<file path="config.mk">
export PLATFORM = sky130hd
export DESIGN_NAME = bcd_counter_mux_display
export DESIGN_NICKNAME = d
export VERILOG_FILES = /design/src/rtl/seg7_pkg.sv /design/src/rtl/bcd_decade.sv /design/src/rtl/bcd_counter_mux_display.sv
export SDC_FILE = /design/constraint.sdc
export NUM_CORES = 1
export LEC_CHECK = 0
export CAP_MARGIN = 0
export CELL_PAD_IN_SITES_DETAIL_PLACEMENT = 0
export CELL_PAD_IN_SITES_GLOBAL_PLACEMENT = 1
export CORE_AREA = 2 2 113 115
export CTS_CLUSTER_DIAMETER = 30
export DETAILED_ROUTE_END_ITERATION = 10
export DIE_AREA = 0 0 115 117
export GPL_TIMING_DRIVEN = 0
export HOLD_SLACK_MARGIN = 0.06
export MAX_ROUTING_LAYER = met4
export PLACE_DENSITY_LB_ADDON = 0.1
export SETUP_SLACK_MARGIN = 0.4
export SLEW_MARGIN = 30
export SYNTH_ARGS = -nofsm -noshare
export SYNTH_HDL_FRONTEND = slang
export SYNTH_SLANG_ARGS = --single-unit
export TNS_END_PERCENT = 20
</file>
<file path="constraint.sdc">
create_clock -name clk -period 1.95 [get_ports clk]
set_clock_uncertainty 0.2 [all_clocks]
set_input_delay 0.39 -clock clk [delete_from_list [all_inputs] [get_ports clk]]
set_output_delay 0.39 -clock clk [all_outputs]
set_load 0.03 [all_outputs]
</file>
<file path="src/rtl/seg7_pkg.sv">
// Shared seven-segment display types and the BCD-to-segment decoder.
// Segment bit order is {g,f,e,d,c,b,a}, and all values here are active-high.
package seg7_pkg;

  typedef logic [3:0] bcd_t;

  localparam logic [6:0] SEG_BLANK = 7'h00;
  localparam bcd_t       BCD_MAX   = 4'd9;

  function automatic logic [6:0] bcd_to_seg(input bcd_t d);
    case (d)
      4'd0:    bcd_to_seg = 7'h3F;
      4'd1:    bcd_to_seg = 7'h06;
      4'd2:    bcd_to_seg = 7'h5B;
      4'd3:    bcd_to_seg = 7'h4F;
      4'd4:    bcd_to_seg = 7'h66;
      4'd5:    bcd_to_seg = 7'h6D;
      4'd6:    bcd_to_seg = 7'h7D;
      4'd7:    bcd_to_seg = 7'h07;
      4'd8:    bcd_to_seg = 7'h7F;
      4'd9:    bcd_to_seg = 7'h6F;
      default: bcd_to_seg = SEG_BLANK;
    endcase
  endfunction

endpackage

</file>
<file path="src/rtl/bcd_decade.sv">
// One BCD digit register that counts up or down by one.
// It has ripple carry/borrow in and out, and a parallel load that clamps digits above 9 down to 9.
module bcd_decade
  import seg7_pkg::*;
(
  input  logic clk,
  input  logic reset,
  input  logic load,
  input  bcd_t load_digit,
  input  logic up,
  input  logic cin,
  output bcd_t digit,
  output logic cout
);

  always_ff @(posedge clk) begin
    if (reset) begin
      digit <= '0;
    end else if (load) begin
      digit <= (load_digit > BCD_MAX) ? BCD_MAX : load_digit;
    end else if (cin) begin
      if (up) digit <= (digit == BCD_MAX) ? 4'd0 : digit + 4'd1;
      else    digit <= (digit == 4'd0) ? BCD_MAX : digit - 4'd1;
    end
  end

  // The carry or borrow ripples combinationally, so a whole-number step settles within one clock.
  assign cout = cin & (up ? (digit == BCD_MAX) : (digit == 4'd0));

endmodule

</file>
<file path="src/rtl/bcd_counter_mux_display.sv">
// Multi-digit BCD up/down counter that drives a time-multiplexed seven-segment display.
// The display is scanned one digit at a time, and leading zeros can be blanked.
module bcd_counter_mux_display
  import seg7_pkg::*;
#(
  parameter int NUM_DIGITS     = 4,
  parameter int PRESCALE_BITS  = 25,
  parameter int SCAN_BITS      = 16,
  parameter int WRAP           = 1,
  parameter int BLANK_LEADING  = 1,
  parameter int SEG_ACTIVE_LOW = 1
) (
  input  logic                       clk,
  input  logic                       reset,
  input  logic                       enable,
  input  logic                       up_n_down,
  input  logic                       step,
  input  logic                       load,
  input  logic [NUM_DIGITS-1:0][3:0] load_value,
  output logic [NUM_DIGITS-1:0][3:0] bcd_value,
  output logic                       at_limit,
  output logic [6:0]                 seg,
  output logic [NUM_DIGITS-1:0]      digit_sel
);

  localparam int   IDX_W = (NUM_DIGITS > 1) ? $clog2(NUM_DIGITS) : 1;
  localparam logic POL   = (SEG_ACTIVE_LOW != 0);

  logic                  count_event;
  logic                  step_eff;
  logic [NUM_DIGITS-1:0] carry;
  logic                  all_nine;
  logic                  all_zero;

  if (PRESCALE_BITS > 0) begin : g_prescale
    logic [PRESCALE_BITS-1:0] prescaler;
    logic                     unused_step;

    always_ff @(posedge clk) begin
      if (reset)       prescaler <= '0;
      else if (enable) prescaler <= prescaler + PRESCALE_BITS'(1);
    end

    assign count_event = enable & (&prescaler);
    assign unused_step = step;
  end else begin : g_step
    assign count_event = step & enable;
  end

  always_comb begin
    all_nine = 1'b1;
    all_zero = 1'b1;
    for (int i = 0; i < NUM_DIGITS; i++) begin
      all_nine = all_nine & (bcd_value[i] == BCD_MAX);
      all_zero = all_zero & (bcd_value[i] == 4'd0);
    end
  end

  assign at_limit = up_n_down ? all_nine : all_zero;
  // In saturate mode, an event at the limit is simply dropped, so the value holds.
  assign step_eff = count_event & ((WRAP != 0) | ~at_limit);

  for (genvar i = 0; i < NUM_DIGITS; i++) begin : g_digit
    bcd_decade u_decade (
      .clk        (clk),
      .reset      (reset),
      .load       (load),
      .load_digit (load_value[i]),
      .up         (up_n_down),
      .cin        ((i == 0) ? step_eff : carry[(i == 0) ? 0 : i-1]),
      .digit      (bcd_value[i]),
      .cout       (carry[i])
    );
  end

  logic unused_carry;
  assign unused_carry = carry[NUM_DIGITS-1];

  logic [SCAN_BITS-1:0] scan_cnt;
  logic [IDX_W-1:0]     scan_idx;

  always_ff @(posedge clk) begin
    if (reset) begin
      scan_cnt <= '0;
      scan_idx <= '0;
    end else begin
      scan_cnt <= scan_cnt + SCAN_BITS'(1);
      if (&scan_cnt)
        scan_idx <= (scan_idx == IDX_W'(NUM_DIGITS-1)) ? '0 : scan_idx + IDX_W'(1);
    end
  end

  logic [NUM_DIGITS:1]   zero_above;
  logic [NUM_DIGITS-1:0] blank;

  always_comb begin
    zero_above             = '0;
    zero_above[NUM_DIGITS] = (bcd_value[NUM_DIGITS-1] == 4'd0);
    for (int i = NUM_DIGITS-1; i >= 1; i--)
      zero_above[i] = zero_above[i+1] & (bcd_value[i-1] == 4'd0);
    blank = '0;
    for (int i = 1; i < NUM_DIGITS; i++)
      blank[i] = (BLANK_LEADING != 0) & zero_above[i+1];
  end

  bcd_t                  cur_digit;
  logic [6:0]            seg_hi;
  logic [NUM_DIGITS-1:0] sel_hi;

  always_comb begin
    cur_digit        = bcd_value[scan_idx];
    seg_hi           = blank[scan_idx] ? SEG_BLANK : bcd_to_seg(cur_digit);
    sel_hi           = '0;
    sel_hi[scan_idx] = 1'b1;
  end

  always_ff @(posedge clk) begin
    if (reset) begin
      seg       <= SEG_BLANK ^ {7{POL}};
      digit_sel <= {NUM_DIGITS{POL}};
    end else begin
      seg       <= seg_hi ^ {7{POL}};
      digit_sel <= sel_hi ^ {NUM_DIGITS{POL}};
    end
  end

endmodule

</file>
==> images/sizes.png <==
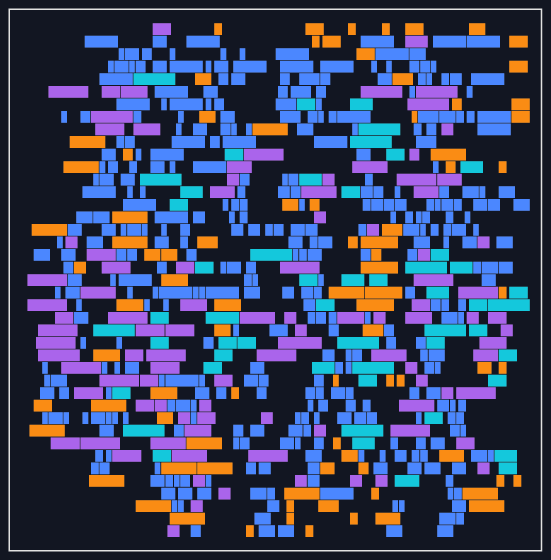
legend:
  purple:
    size: _3 and _4 cells
    cells: 97
    most_used: buf_4
  blue:
    size: _0 and _1 cells
    cells: 367
    most_used: nor2_1
  cyan:
    size: _6 and larger
    cells: 52
    most_used: buf_6
  orange:
    size: _2 cells
    cells: 84
    most_used: dfxtp_2
cell area after layout: 0.00624 mm²
worst setup slack after layout: -333 ps
area grow syn2layout: 52.2%

==> images/clk_routes.png <==
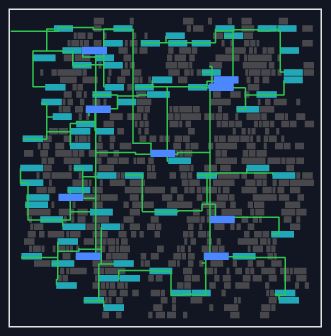
legend:
  cyan:
    item: flip-flops
    count: 70
  green:
    item: clock wires
    length: 1,140 µm
  blue:
    item: clock drivers
    count: 9
flops lie: spread over the die
routed clock nets: 10
Clock net power: 0.00157 W
Clk pwr share: 0.408
clk latency late pin: 340 ps

==> images/logic_types.png <==
The bar under the picture is 20 µm long.
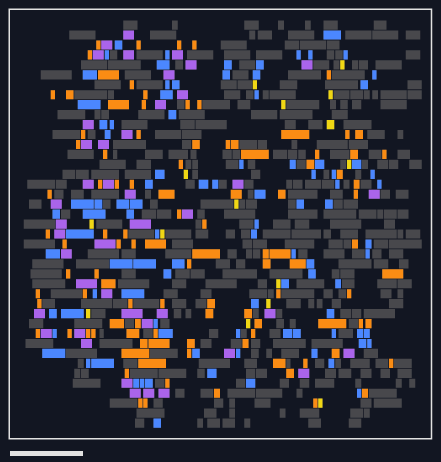
legend:
  yellow:
    family: inverters
    cells: 15
    most_used: inv_1
  orange:
    family: NOR gates
    cells: 103
    most_used: nor2_1
    where: spread over the die
  purple:
    family: XOR/XNOR gates
    cells: 43
    most_used: xor2_1
  blue:
    family: NAND gates
    cells: 94
    most_used: nand2_1
    where: spread over the die
combinational share of cell area: 0.492
dominant logic cell type in the layout: nor2_1
fin cells: 750

==> images/congestion.png <==
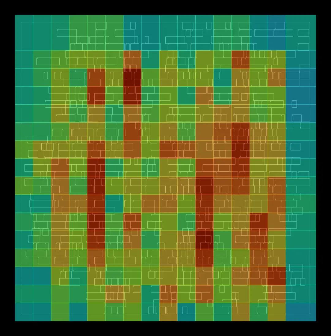
grt peak-use layer: met2
drt wl/cell: 16.5 µm
met3 usage: 0.0319

==> run_results.csv <==
group,metric,value,unit
status,outcome,"finished, violations left",
status,violations,"setup timing",
pwr,p_comb_frac,0.199,
timing,setup_ws,-333,ps
layout,largest_register_ffs,25,
timing,setup_violations,12,
clock_network,cts_resized,241,
layout,layout_top_cells,"59 x nor2_1, 32 x dfxtp_1, 29 x nand2_1",
detailed_routing,routed_wl,12400,µm
layout,sh_seq_area,0.240,
die,dieArea,0.0135,mm²
layout,finalNetCount,630,
detailed_routing,wl_met2,5760,µm
synth,synth_cell_types,64,
detailed_routing,viasPerCell,5.33,
pwr,swShare,0.277,
synth,yosysTopAreaCellShare,0.342,
synth,top_cells_by_count,"70 x dfxtp_1, 63 x nor2_1, 35 x nand2_1",
worst_setup_path,crit_type,"flip-flop to output pin",
global_route,grt_overflow,0,
pwr,ir_worst_vdd,0.000426,V
worst_setup_path,rrSetupSlack,-230,ps
worst_setup_path,critPathMaxFanout,5,
No activity file was given, so power comes from the tool's default toggle rates.
